Run 1, clock distribution:
(2 px per um)
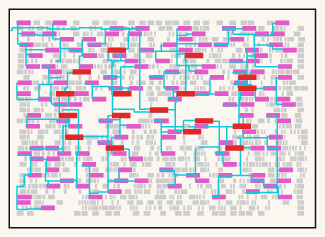
Run 1, metal layers overlaid:
(3 px per um)
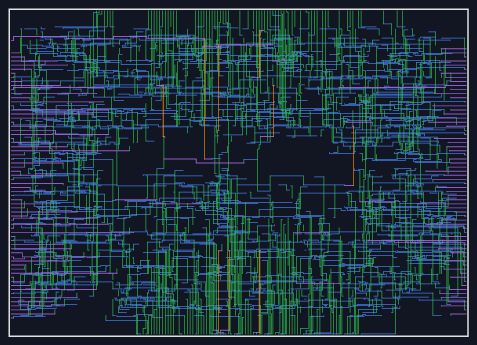
Run 1, supply network:
(2 px per um) Pins as bars on the die edge.
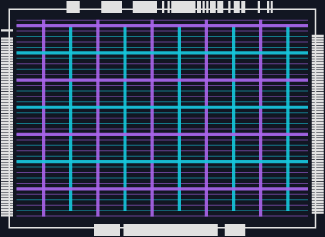
==> config.mk <==
export PLATFORM = sky130hd
export DESIGN_NAME = mem_arbiter
export DESIGN_NICKNAME = d
export VERILOG_FILES = /design/src/rtl/mem_arbiter.sv
export SDC_FILE = /design/constraint.sdc
export NUM_CORES = 1
export LEC_CHECK = 0
export ABC_AREA = 1
export CAP_MARGIN = 20
export CORE_ASPECT_RATIO = 0.7
export CORE_MARGIN = 3
export CORE_UTILIZATION = 35
export CTS_CLUSTER_SIZE = 10
export DETAILED_ROUTE_END_ITERATION = 10
export PLACE_DENSITY_LB_ADDON = 0.12
export SLEW_MARGIN = 20
export SYNTH_ARGS = -nofsm -noshare
export SYNTH_HDL_FRONTEND = slang
export SYNTH_SLANG_ARGS = --single-unit
==> constraint.sdc <==
create_clock -name clk -period 1.8 [get_ports clk]
set_input_delay 0.27 -clock clk [delete_from_list [all_inputs] [get_ports clk]]
set_output_delay 0.27 -clock clk [all_outputs]
set_load 0.005 [all_outputs]
==> src/rtl/mem_arbiter.sv <==
// Arbitrates a fetch port and a load/store port onto one single-transfer bus.
// Mem has priority; each access walks IDLE -> X_WAIT -> X_DONE -> IDLE.
module mem_arbiter #(
  parameter int ADDR_W = 32
) (
  input  logic              clk,
  input  logic              rst,
  input  logic              if_req,
  input  logic [ADDR_W-1:0] if_addr,
  output logic [31:0]       if_rdata,
  output logic              if_stallreq,
  input  logic              mem_req,
  input  logic              mem_we,
  input  logic [3:0]        mem_sel,
  input  logic [ADDR_W-1:0] mem_addr,
  input  logic [31:0]       mem_wdata,
  output logic [31:0]       mem_rdata,
  output logic              mem_stallreq,
  output logic              bus_ce,
  output logic              bus_we,
  output logic [3:0]        bus_sel,
  output logic [ADDR_W-1:0] bus_addr,
  output logic [31:0]       bus_wdata,
  input  logic              bus_ack,
  input  logic [31:0]       bus_rdata
);

  typedef enum logic [2:0] {IDLE, IF_WAIT, MEM_WAIT, IF_DONE, MEM_DONE} state_e;

  state_e            state_q, state_d;
  logic              bus_ce_q, bus_ce_d;
  logic              bus_we_q, bus_we_d;
  logic [3:0]        bus_sel_q, bus_sel_d;
  logic [ADDR_W-1:0] bus_addr_q, bus_addr_d;
  logic [31:0]       bus_wdata_q, bus_wdata_d;
  logic [31:0]       if_rdata_q, if_rdata_d;
  logic [31:0]       mem_rdata_q, mem_rdata_d;

  always_comb begin
    state_d     = state_q;
    bus_ce_d    = bus_ce_q;
    bus_we_d    = bus_we_q;
    bus_sel_d   = bus_sel_q;
    bus_addr_d  = bus_addr_q;
    bus_wdata_d = bus_wdata_q;
    if_rdata_d  = if_rdata_q;
    mem_rdata_d = mem_rdata_q;
    case (state_q)
      IDLE: begin
        if (mem_req) begin
          state_d     = MEM_WAIT;
          bus_ce_d    = 1'b1;
          bus_we_d    = mem_we;
          bus_sel_d   = mem_sel;
          bus_addr_d  = mem_addr;
          bus_wdata_d = mem_wdata;
        end else if (if_req) begin
          // Fetch leaves bus_wdata as-is; it is a don't-care for reads.
          state_d    = IF_WAIT;
          bus_ce_d   = 1'b1;
          bus_we_d   = 1'b0;
          bus_sel_d  = 4'b1111;
          bus_addr_d = if_addr;
        end
      end
      IF_WAIT: begin
        if (bus_ack) begin
          state_d    = IF_DONE;
          bus_ce_d   = 1'b0;
          if_rdata_d = bus_rdata;
        end
      end
      MEM_WAIT: begin
        if (bus_ack) begin
          state_d  = MEM_DONE;
          bus_ce_d = 1'b0;
          if (!bus_we_q) mem_rdata_d = bus_rdata;
        end
      end
      IF_DONE, MEM_DONE: state_d = IDLE;
      default:           state_d = IDLE;
    endcase
  end

  always_ff @(posedge clk) begin
    if (rst) begin
      state_q     <= IDLE;
      bus_ce_q    <= 1'b0;
      bus_we_q    <= 1'b0;
      bus_sel_q   <= '0;
      bus_addr_q  <= '0;
      bus_wdata_q <= '0;
      if_rdata_q  <= '0;
      mem_rdata_q <= '0;
    end else begin
      state_q     <= state_d;
      bus_ce_q    <= bus_ce_d;
      bus_we_q    <= bus_we_d;
      bus_sel_q   <= bus_sel_d;
      bus_addr_q  <= bus_addr_d;
      bus_wdata_q <= bus_wdata_d;
      if_rdata_q  <= if_rdata_d;
      mem_rdata_q <= mem_rdata_d;
    end
  end

  // Stall drops only in the DONE cycle, so the pipeline advances exactly once.
  assign if_stallreq  = if_req  && (state_q != IF_DONE);
  assign mem_stallreq = mem_req && (state_q != MEM_DONE);

  assign bus_ce    = bus_ce_q;
  assign bus_we    = bus_we_q;
  assign bus_sel   = bus_sel_q;
  assign bus_addr  = bus_addr_q;
  assign bus_wdata = bus_wdata_q;
  assign if_rdata  = if_rdata_q;
  assign mem_rdata = mem_rdata_q;

endmodule
==> impl_metrics.py, run 1 <==
# Auto-generated metrics
metrics = {
    "cts": {
        "cts_max_level": 4,
        "cts_made_buffers": 17,
        "cts_tree": "yes",
        "post_cts_resized": 5,
        "clk_path_buf_depth": 2,
        "cts_setup_buffers": 0,
    },
    "pwr": {
        "power.total_mw": 9.62,
        "power.density_nw_per_um2": 1100,
        "power_leader": "registers",
        "p_leak_nw": 3.29,
        "pg_seq_mw": 3.65,
    },
    "detailed_routing": {
        "routed-wl-met2_um": 7860,
        "drcViolationCount": 0,
        "vias": 5527,
        "avgViaCountPerCell": 4.68,
        "wl_um": 17200,
    },
    "layout": {
        "n_antenna_cell": 0,
        "largest_class": "non-clock buffers",
        "nets": 1115,
        "n_all_buffers": 290,
        "comb_share_pct": 25.5,
    },
    "synthesis": {
        "async_flop_share_pct": 0,
        "ys_chip_area_um2": 5250,
        "top_area_share_pct": 52.2,
        "fp_nets": 857,
        "yosysSeqAreaShare_pct": 52.2,
        "most_common_cell": "nand2_1",
        "ys.flop_type": "dfxtp_1",
        "yosysCellCount": 719,
        "syn_inst": 719,
        "syn_avg_cell_area_um2": 7.30,
        "ys_warn_count": 0,
    },
    "worst_setup_path": {
        "crit_required_ns": 1.53,
        "cp_max_fo": 3,
        "ff2ff_setup_slack_ns": 0.31,
        "cp-startpoint": "bus_we$_SDFFE_PP0P_",
        "reg2reg_to": "bus_addr[24]$_SDFFE_PP0P_",
        "path_depth": 1,
        "arrival_ns": 1.37,
        "endpoint": "bus_we",
    },
    "place": {
        "dp_slack_ns": 0.0490,
    },
    "timing": {
        "finClkSkew_ns": 0.0175,
        "finalSetupViolCount": 0,
        "finalCriticalPeriod_ns": 1.64,
        "finalMaxSlewViolations": 0,
        "timing.fmax_mhz": 609,
        "slew-limit-headroom_pct": 56.6,
        "hold_slack_ns": 0.383,
    },
    "floorplanning": {
        "tap_cells": 190,
        "row_count": 36,
        "core_area_um2": 14300,
        "die_y_um": 108,
    },
    "min_path": {
        "hp-class": "in -> reg",
    },
    "global_routing": {
        "antenna_found_initial": 0,
        "grt_pass1_wl_um": 27400,
        "track_usage_pct": 20.4,
    },
    "run_status": {
        "status": "complete, no violations",
    },
    "flow_run": {
        "warnings": 26,
    },
}
About 'clock distribution':
red -> clock drivers  # count 17
cyan -> clock wires  # length 1740 um
magenta -> flip-flops  # count 137
routed clock nets = 18
Clock net power: 3.30 mW
Latency at later pin: 0.41 ns

About 'metal layers overlaid':
orange -> metal 4  # wire length 219 um
green -> metal 2  # wire length 7860 um
purple -> metal 3  # wire length 1560 um
blue -> metal 1  # wire length 7610 um

About 'supply network':
cyan -> VDD
purple -> VSS
rows = 36
signal pins = 274

Run 1, logic cells by family:
(2 px per um)
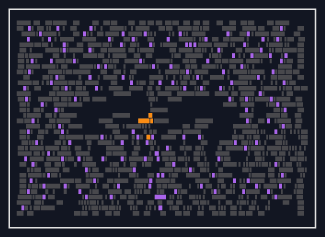

==> run 2: changes to the inputs <==
CAP_MARGIN = 30   (was 20)
GPL_TIMING_DRIVEN = 1   (was unset)
clock period = 1.6 ns   (was 1.8 ns; I/O delays follow)
Run 2, logic cells by family:
(2 px per um)
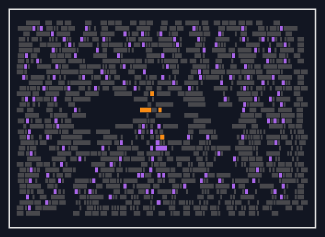
purple -> inverting AOI/OAI gates  # cells 145, most used a21oi_1, where all over the die
orange -> NOR gates  # cells 4, most used nor2_2, where center

==> impl_metrics.py, run 2 <==
# Auto-generated metrics
metrics = {
    "run_status": {
        "status": "complete, no violations",
    },
    "cts": {
        "ctsHoldBuffers": 0,
        "cts_setup_buffers": 0,
        "clk_path_buf_depth": 2,
        "post_cts_resized": 5,
        "cts_tree": "yes",
        "clock.latency.late_pin_ns": 0.40,
        "cts_max_level": 4,
        "cts_made_buffers": 17,
    },
    "synthesis": {
        "fp_nets": 857,
        "syn_avg_cell_area_um2": 7.30,
        "edf_count": 0,
        "top_area_share_pct": 52.2,
        "ys_chip_area_um2": 5250,
        "ys.flop_type": "dfxtp_1",
        "syn_inst": 719,
        "most_common_cell": "nand2_1",
        "async_flop_share_pct": 0,
        "yosysSeqAreaShare_pct": 52.2,
        "yosysCellCount": 719,
        "synth_cell_types": 18,
        "ys_warn_count": 0,
        "area_leaders": "dfxtp_1, nand2_1, a21oi_1, nand3_1, buf_2",
    },
    "floorplanning": {
        "row_count": 36,
        "chip_area_um2": 16500,
        "core_area_um2": 14300,
        "tap_cells": 190,
        "die_y_um": 108,
    },
    "worst_setup_path": {
        "endpoint": "bus_we",
        "critPathBufInv": 1,
        "path_depth": 1,
        "startpoint_type": "flip-flop",
        "crit_type": "reg -> out",
        "cp-startpoint": "bus_we$_SDFFE_PP0P_",
        "cp_slowest_stage_delay_ns": 0.54,
        "cp_max_fo": 3,
        "crit_path_end_kind": "primary output",
        "arrival_ns": 1.31,
        "reg2reg_to": "mem_rdata[27]$_SDFFE_PP0P_",
        "ff2ff_setup_slack_ns": 0.14,
        "crit_required_ns": 1.36,
    },
    "pwr": {
        "combinationalPower_mw": 3.17,
        "pg_seq_mw": 4.10,
        "vdd_drop_max_uv": 846,
        "power.density_nw_per_um2": 1280,
        "power.total_mw": 11.3,
        "powerClk_mw": 4.03,
        "p_leak_nw": 3.35,
        "power_leader": "registers",
        "switching_power_mw": 3.25,
    },
    "timing": {
        "finalCriticalPeriod_ns": 1.55,
        "finalMaxSlewViolations": 0,
        "finalSetupViolCount": 0,
        "slew-limit-headroom_pct": 70.0,
        "hold_slack_ns": 0.349,
        "rsz0062_at_grt": "false",
        "setup_ws_ns": 0.0540,
        "timing.fmax_mhz": 647,
        "finClkSkew_ns": 0.0105,
    },
    "layout": {
        "n_all_buffers": 294,
        "nets": 1119,
        "sh_seq_area_pct": 31.1,
        "logic_area_um2": 2220,
        "comb_share_pct": 25.2,
        "inverters": 10,
        "largest_class": "non-clock buffers",
        "n_antenna_cell": 0,
    },
    "detailed_routing": {
        "wl_um": 17200,
        "drt_first_pass_iters": 4,
        "drcViolationCount": 0,
        "met1_length_um": 7550,
        "routed-wl-met2_um": 7780,
        "vias": 5575,
        "avgViaCountPerCell": 4.71,
        "top_layer": "met4",
    },
    "flow_run": {
        "warnings": 26,
    },
    "place": {
        "dp_slack_ns": -0.0365,
        "io_buffer_count": 273,
    },
    "global_routing": {
        "antenna_found_initial": 0,
        "grtUsageMet1_pct": 24.3,
        "track_usage_pct": 20.0,
        "grt_pass1_wl_um": 26900,
        "grt_pass1_vias": 5330,
    },
    "min_path": {
        "hold_start": "rst",
        "hp-class": "in -> reg",
    },
}
Power is estimated from default activity; no workload was simulated.
